==> src/rtl/preprocess_ctrl.sv <==
// preprocess_ctrl
// Sequencing controller for the 3x3 window line buffer in `preprocess`.
// A start command primes the buffer with three rows, then the controller
// alternates one-row core passes with one-row refills until the frame's
// output rows are all produced. Frame progress is reported as a row count
// and a per-row pulse for the 7-segment driver.
//
// Optional feature: define PREPROC_CTRL_WDT_EN to add a watchdog that
// forces an ERR state when a PRIME/FETCH/CORE handshake stalls for
// WDT_LIMIT cycles. Without the macro the controller waits indefinitely
// and err_o is tied low.
//
// MAX_IMG_ROWS must be at least 3. MAX_BUF_ROWS is fixed at 3.

module preprocess_ctrl #(
  parameter int MAX_IMG_COLS = 540,
  parameter int MAX_IMG_ROWS = 960,
  parameter int MAX_BUF_ROWS = 3,
  parameter int WDT_LIMIT    = 4096
) (
  input  logic        clk,
  input  logic        rst,
  input  logic        start_i,
  input  logic        abort_i,
  input  logic        fetch_done_i,
  input  logic        core_done_i,
  output logic        fetch_en_o,
  output logic [10:0] fetch_len_o,
  output logic        core_en_o,
  output logic [9:0]  row_cnt_o,
  output logic        busy_o,
  output logic        done_o,
  output logic        n_segment_up_o,
  output logic        err_o
);

  // Fetch lengths and the terminal row count are fixed at elaboration.
  localparam logic [10:0] PRIME_LEN  = 11'(MAX_BUF_ROWS * MAX_IMG_COLS);
  localparam logic [10:0] REFILL_LEN = 11'(MAX_IMG_COLS);
  localparam logic [9:0]  LAST_ROW   = 10'(MAX_IMG_ROWS - 2);

`ifdef PREPROC_CTRL_WDT_EN
  typedef enum logic [2:0] {
    S_IDLE, S_PRIME, S_CORE, S_FETCH, S_DONE, S_ERR
  } state_t;
`else
  typedef enum logic [2:0] {
    S_IDLE, S_PRIME, S_CORE, S_FETCH, S_DONE
  } state_t;
`endif

  state_t state;

  // Saturating next row count; the frame ends before it could ever wrap.
  logic [9:0] row_cnt_inc;
  assign row_cnt_inc = (row_cnt_o < LAST_ROW) ? row_cnt_o + 10'd1 : row_cnt_o;

  // A handshake that moves the FSM forward out of an active state.
  logic progress;
  assign progress = ((state == S_PRIME || state == S_FETCH) && fetch_done_i) ||
                    ((state == S_CORE) && core_done_i);

  logic active;
  assign active = (state == S_PRIME) || (state == S_FETCH) || (state == S_CORE);

`ifdef PREPROC_CTRL_WDT_EN
  localparam logic [15:0] WDT_LAST = 16'(WDT_LIMIT - 1);

  logic [15:0] wdt_cnt;
  logic        wdt_expire;

  // Stall has lasted WDT_LIMIT cycles in one active state with no handshake.
  assign wdt_expire = active && !progress && !abort_i && (wdt_cnt == WDT_LAST);

  // Watchdog counter: zero outside active states and on every transition.
  always_ff @(posedge clk) begin
    if (rst) begin
      wdt_cnt <= '0;
    end else if (!active || progress || abort_i || wdt_expire) begin
      wdt_cnt <= '0;
    end else begin
      wdt_cnt <= wdt_cnt + 16'd1;
    end
  end

  // Error flag: set on watchdog expiry, cleared only by abort or reset.
  always_ff @(posedge clk) begin
    if (rst || abort_i) begin
      err_o <= 1'b0;
    end else if (wdt_expire) begin
      err_o <= 1'b1;
    end
  end
`else
  logic wdt_expire;
  assign wdt_expire = 1'b0;
  assign err_o      = 1'b0;
`endif

  // Main FSM with all handshake and status outputs registered alongside state.
  always_ff @(posedge clk) begin
    // NOTE: the reset branch sits inside the clocked block, so reset is
    // only seen on a rising edge; every register has an explicit value.
    if (rst) begin
      state          <= S_IDLE;
      fetch_en_o     <= 1'b0;
      fetch_len_o    <= '0;
      core_en_o      <= 1'b0;
      row_cnt_o      <= '0;
      busy_o         <= 1'b0;
      done_o         <= 1'b0;
      n_segment_up_o <= 1'b0;
    end else begin
      // NOTE: non-blocking assignments throughout, so every branch below
      // reads the pre-edge state and the defaults here are overridden
      // cleanly by later assignments in the same edge.
      done_o         <= 1'b0;
      n_segment_up_o <= 1'b0;

      if (abort_i) begin
        // Abort wins over any handshake or start in the same cycle; the
        // row count is held so the reason for the abort can be inspected.
        state      <= S_IDLE;
        fetch_en_o <= 1'b0;
        core_en_o  <= 1'b0;
        busy_o     <= 1'b0;
      end else if (wdt_expire) begin
        state      <= state_t'(3'd5);
        fetch_en_o <= 1'b0;
        core_en_o  <= 1'b0;
        busy_o     <= 1'b0;
      end else begin
        case (state)
          S_IDLE: begin
            if (start_i) begin
              state       <= S_PRIME;
              fetch_en_o  <= 1'b1;
              fetch_len_o <= PRIME_LEN;
              row_cnt_o   <= '0;
              busy_o      <= 1'b1;
            end
          end

          S_PRIME, S_FETCH: begin
            if (fetch_done_i) begin
              state      <= S_CORE;
              fetch_en_o <= 1'b0;
              core_en_o  <= 1'b1;
            end
          end

          S_CORE: begin
            if (core_done_i) begin
              core_en_o      <= 1'b0;
              row_cnt_o      <= row_cnt_inc;
              n_segment_up_o <= 1'b1;
              if (row_cnt_inc == LAST_ROW) begin
                state  <= S_DONE;
                done_o <= 1'b1;
                busy_o <= 1'b0;
              end else begin
                state       <= S_FETCH;
                fetch_en_o  <= 1'b1;
                fetch_len_o <= REFILL_LEN;
              end
            end
          end

          S_DONE: begin
            // done_o was raised on entry and drops by the default above.
            state <= S_IDLE;
          end

          default: begin
            // ERR (watchdog build only) holds until abort or reset.
            fetch_en_o <= 1'b0;
            core_en_o  <= 1'b0;
            busy_o     <= 1'b0;
          end
        endcase
      end
    end
  end

endmodule
==> config.mk <==
export PLATFORM = sky130hd
export DESIGN_NAME = preprocess_ctrl
export DESIGN_NICKNAME = d
export VERILOG_FILES = /design/src/rtl/preprocess_ctrl.sv
export SDC_FILE = /design/constraint.sdc
export NUM_CORES = 1
export LEC_CHECK = 0
export ABC_AREA = 0
export ABC_CLOCK_PERIOD_IN_PS = 2300
export CORE_MARGIN = 3
export CORE_UTILIZATION = 42
export CTS_CLUSTER_DIAMETER = 120
export DETAILED_ROUTE_END_ITERATION = 7
export HOLD_SLACK_MARGIN = 0.12
export PLACE_DENSITY = 0.71
export SLEW_MARGIN = 30
export SYNTH_ARGS = -nofsm -noshare
export SYNTH_HDL_FRONTEND = slang
export SYNTH_SLANG_ARGS = --single-unit
==> constraint.sdc <==
create_clock -name clk -period 2.3 [get_ports clk]
set_input_delay 0.46 -clock clk [delete_from_list [all_inputs] [get_ports clk]]
set_output_delay 0.46 -clock clk [all_outputs]
set_load 0.01 [all_outputs]
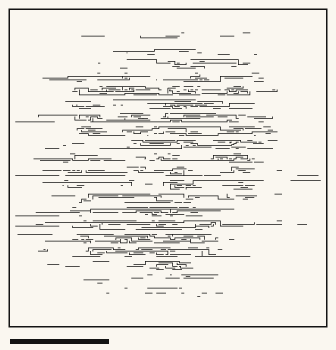
*Signal wires on met1, run 1*
Scale bar: 20 um.
nets with wire on the layer	181
wire length on this layer	1590 um

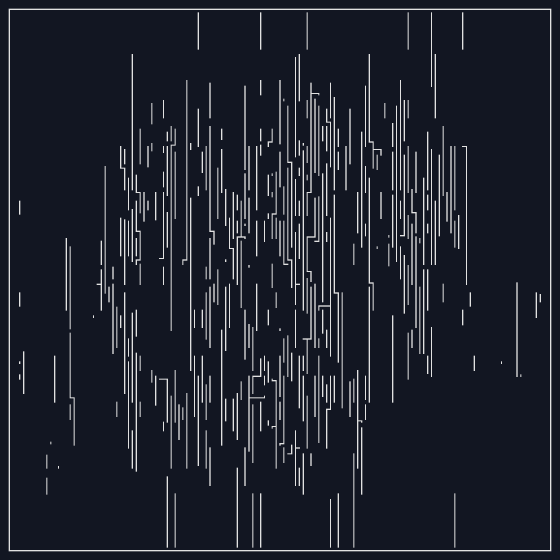
*The metal 2 layer, run 1*
share of all routed wire	46%
nets with wire on the layer	168
main direction	vertical
wire length on this layer	1630 um
longest straight run	21.9 um

==> job_summary.md, run 1 <==
## Implementation flow summary

| Metric | Value |
|---|---|
| Reg2reg start | row_cnt_o[7]$_SDFFE_PP0P_ |
| Hold path endpoint | fetch_en_o$_SDFFE_PP0P_ |
| Reg2reg end | busy_o$_SDFFE_PP0P_ |
| P_seq | 379 uW |
| Pin count of the biggest net entering global routing | 18 |
| # DRC | 0 |
| Worst hold start | fetch_en_o$_SDFFE_PP0P_ |
| GP Congestion | a little under 0.9 |
| Final-stage net count | 200 |
| Post-CTS Hold Fix Bufs | 0 |
| Clock tree root driver cell | clkbuf_4 |
| Clk buf depth | 2 |
| P_int | approximately 480 uW |
| Initial DRC Count | 123 |
| CP max-delay cell | dfxtp_1 |
| Clock latency on the worst-skew pair | 310 ps |
| Core box area | 3128 sq um |
| Clock skew | 1.136 ps |
| Synthesis Warnings | 0 |
| Yosys cell count | 174 |
| Status | complete, no violations |
| WP data required | 2490 ps |
| Remaining global-route overflow | 0 |
| Routed Antenna Nets | 0 |
| Crit path max fanout | 11 |
| Sw frac | 0.2575 |
| Post-Syn Area per Cell | slightly above 8 sq um |
| Cell Rows | 20 |
| Flop2flop setup slack | 210 ps |
| Antenna violations before repair | 0 |
| Fin crit period | 2087 ps |
| Critical Setup Path Class | flip-flop to flip-flop |
| Routed WL | 3508 um |
| Via count | 1395 |
| Port Buf Inserts | 26 |
| Vias in the first global route | 1274 |
| Placed inst area | around 1600 sq um |
| Final HPWL DP | 2520 um |
| Log Warnings | 26 |
| Fp_density | 0.4508 |
| XOR/XNOR Area Share | 0 |
| TritonCTS clock tree | yes |
| Adder Area Share | 0.008873 |
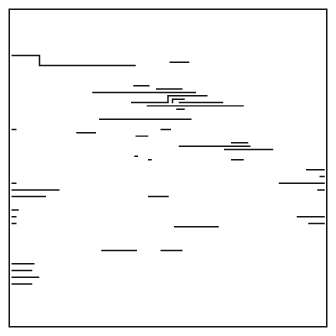
*Signal wires on met3, run 1*
longest straight run	20.7 um
nets with wire on the layer	34
share of all routed wire	7.1%
main direction	horizontal
wire length on this layer	249 um

==> run 1: cell usage in the layout (no fill, tap or decap), types with 2 or more instances in the layout <==
cell type	n
clkdlybuf4s50_1	26
dfxtp_1	21
a21oi_1	13
o21ai_0	10
nor2_1	10
nand2_1	9
nor3_1	8
inv_1	7
a31oi_1	6
conb_1	6
buf_4	6
and4_1	4
nand4_1	4
nand3_1	4
a21o_1	4
nor2b_1	3
and2_1	3
and3_1	3
nor4_1	3
o21a_1	3
clkbuf_4	3
nand2b_1	2
and3b_1	2
a21boi_0	2
o211a_1	2
nand4b_1	2
o21ai_1	2
a41oi_1	2
a22o_1	2
o211ai_1	2
a311oi_1	2
==> run 1: how the worst max path moves through the flow <==
| stage | from | endpoint | cells past startpoint |
|---|---|---|---|
| floorplan | row_cnt_o[1]$_SDFFE_PP0P_ | fetch_len_o[6]$_SDFFE_PP0P_ | 7 |
| global placement | core_done_i | row_cnt_o[7]$_SDFFE_PP0P_ | 7 |
| detailed placement | core_done_i | row_cnt_o[7]$_SDFFE_PP0P_ | 7 |
| CTS | row_cnt_o[7]$_SDFFE_PP0P_ | busy_o$_SDFFE_PP0P_ | 5 |
| global route | row_cnt_o[7]$_SDFFE_PP0P_ | busy_o$_SDFFE_PP0P_ | 5 |
| finish | row_cnt_o[7]$_SDFFE_PP0P_ | busy_o$_SDFFE_PP0P_ | 5 |
==> run 1: state kept, by name, indices dropped and copies added (netlist names) <==
name and cells:
fetch_en_o 1, core_en_o 1, state 3, done_o 1, busy_o 1, fetch_len_o 3
row_cnt_o 10, n_segment_up_o 1
==> run 1: area by class of cell <==
class	instances	area (sq um)
inverter	7	26.28
multi-input combinational	128	829.5
clock buffer	4	26.28
tap	44	55.05
sequential	21	420.4
fill	303	1465
timing repair buffer	32	305.3
==> run 1: cells in the mapped netlist (4+ instances only) <==
master,instances,area share
nor2_1,10,0.027
a21oi_1,13,0.046
clkbuf_1,5,0.013
buf_4,15,0.080
and4_1,4,0.025
nand2_1,9,0.024
nand4_1,4,0.018
a21o_1,4,0.021
nand3_1,4,0.014
a31oi_1,6,0.027
nor3_1,8,0.028
inv_1,7,0.019
o21ai_0,10,0.035
dfxtp_1,21,0.30
==> run 1: logic make-up after synthesis <==
group / count (synthesis)
muxes: 2
and+or+nand+nor: 60
adders and majority gates: 1
DFF: 21
buffers and inverters: 30
other: 1
AOI/OAI and AO/OA: 59
==> run 1: layer usage <==
layer  wire, um  global-route usage  vias to the layer above
met4         40             0.07817                        0
met1       1591              0.2484                      648
met3        248             0.02636                        5
li1           -                   -                      678
met5          0                   0                        -
met2       1628              0.2684                       64
==> run 1: critical path: cells and delay by family, from the launching register on <==
family / cells / cell delay (ps)
and+or+nand+nor: 3 / 960
DFF: 1 / 600
AOI/OAI and AO/OA: 2 / 410
==> run 1: per-stage QoR <==
stage                 util  setup WS [ps]  total power, mW  std cells
finish              0.5316          213.3           0.6462        236
detailed placement  0.5232          156.2           0.4694        232
CTS                 0.5316          228.1           0.6506        236
floorplan                -          472.3           0.4402        179
global placement    0.5232          213.5           0.4681        232
global route        0.5316          38.82           0.6820        236
--- run 2 (diff from run 1) ---
--- a/config.mk
+++ b/config.mk
@@ -7,6 +7,7 @@
 export LEC_CHECK = 0
 export ABC_AREA = 0
 export ABC_CLOCK_PERIOD_IN_PS = 2300
+export CORE_ASPECT_RATIO = 0.5
 export CORE_MARGIN = 3
 export CORE_UTILIZATION = 42
 export CTS_CLUSTER_DIAMETER = 120
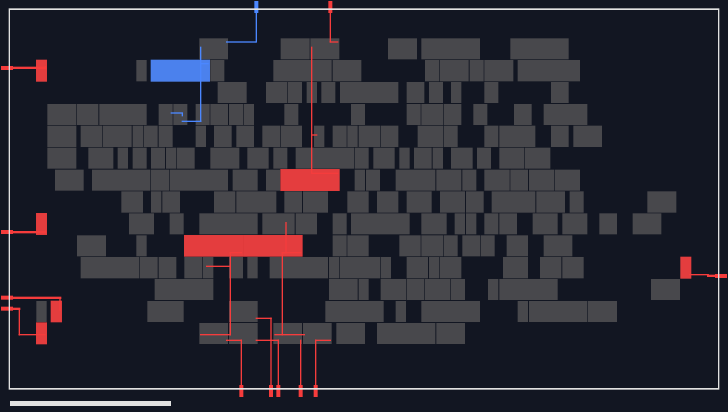
*Nets reached from selected ports, run 2*
Scale bar: 20 um.
color	port	bits	direction	edge	end cells	wire
red	fetch_len_o	11	output	5 south, 4 west, 1 north, 1 east	8	128 um
blue	core_en_o	1	output	north	1	21.4 um

==> run 2 against run 1 <==
  * Global-route usage fell by 0.42 points
  * Sequential power hardly changed
  * Wire length decreased by 2.2%
  * Critical endpoint unchanged
  * Cell area grew 2.4%
  * Highest routed layer unchanged
  * Utilization rose by 1.8 points
  * Largest cell class unchanged
  * Final cell count down 0.42%
  * Fmax rose by 2.4%
  * Critical path depth is the same
==> job_summary.md, run 2 <==
## Implementation flow summary

| Metric | Value |
|---|---|
| Status | complete, no violations |
| Yosys cell count | 174 (unchanged) |
| Clk buf depth | 2 (unchanged) |
| Cell type with the largest total area | dfxtp_1 |
| Clock latency on the worst-skew pair | 270 ps (-40 ps) |
| Largest register FFs | 10 (unchanged) |
| Post-Syn Area per Cell | 8.104 sq um (unchanged) |
| Met1 Usage GRT | 0.2482 (about the same) |
| Final-stage net count | 203 (+1.5%) |
| Antenna violations before repair | 0 (unchanged) |
| Crit path max fanout | 11 (unchanged) |
| Synthesis Warnings | 0 (unchanged) |
| Cell with the most instances after synthesis | dfxtp_1 |
| Log Warnings | 26 (unchanged) |
| Most numerous logic cell after layout | clkdlybuf4s50_1 |
| WP data required | 2440 ps (-50 ps) |
| Vias in the first global route | 1173 (-7.9%) |
| Clock tree root driver cell | clkbuf_8 |
| Port Buf Inserts | 26 (unchanged) |
| Initial DRC Count | 73 (-41%) |
| TritonCTS clock tree | yes |
| Via count | 1376 (-1.4%) |
| Top cells by area, synth | dfxtp_1 30%, buf_4 8.0%, a21oi_1 4.6% |
| P_int | 536.5 uW (+12%) |
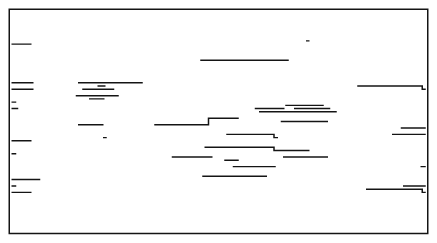
*Signal wires on met3, run 2*
wire length on this layer	273 um
main direction	horizontal

[run 2: cell counts after synthesis]
Identical to the previous run, type by type.
[run 2: layout make-up]
type / count / area, sq um / area share
sequential: 21 / 420.4 / 0.2469
inverter: 7 / 26.28 / 0.01543
timing repair buffer: 35 / 327.8 / 0.1925
clock inverter: 1 / 7.507 / 0.004409
multi-input combinational: 128 / 829.5 / 0.4871
clock buffer: 3 / 41.29 / 0.02425
tap: 40 / 50.05 / 0.02939
[run 2: path summary, 6_finish.rpt]
check / from / end / slack [ps]
worst max register to register: row_cnt_o[7]$_SDFFE_PP0P_ / busy_o$_SDFFE_PP0P_ / 260
worst max-delay path: row_cnt_o[7]$_SDFFE_PP0P_ / busy_o$_SDFFE_PP0P_ / 260
worst min register to register: fetch_en_o$_SDFFE_PP0P_ / fetch_en_o$_SDFFE_PP0P_ / 490
worst min-delay path: fetch_en_o$_SDFFE_PP0P_ / fetch_en_o$_SDFFE_PP0P_ / 490
[run 2: routing by layer]
metal,up-vias,share of wire
met4,0,0.0090
met3,4,0.080
li1,688,-
met5,-,0
met1,623,0.49
met2,61,0.42
[run 2: critical path: cells and delay by family (launching register included)]
family	cells	cell delay [ps]
flip-flops	1	580
AND-OR/OR-AND	2	410
AND/OR/NAND/NOR	3	920
[run 2: metrics by stage]
stage,std cells,utilization,total power [mW],setup WS (ps)
final,235,0.5492,0.7190,263.1
after global routing,235,0.5492,0.7461,40.52
after CTS,235,0.5492,0.7232,284.8
after detailed placement,231,0.5335,0.4715,259.7
after global placement,231,0.5335,0.4713,306.2
after floorplan,179,-,0.4402,472.3
[run 2: kinds of logic (layout without fill, tap and decap cells)]
logic type      Yosys count  in the layout  share of synthesized area
fa+ha+maj                 1              1                   0.008872
flops                    21             21                     0.2981
simple gates             60             60                     0.2493
mux                       2              2                    0.01774
other cells               1              6                   0.002659
compound gates           59             59                     0.2964
buf+inv                  30             46                     0.1269
[run 2: power groups by stage]
stage          Clock (mW)  Combinational [mW]  Sequential, mW
2_1_floorplan           0              0.0536           0.387
3_3_place_gp            0              0.0843           0.387
3_5_place_dp            0              0.0844           0.387
4_1_cts             0.260              0.0847           0.379
5_1_grt             0.273              0.0924           0.380
6_report            0.256              0.0849           0.378
Power is estimated from default activity; no workload was simulated.
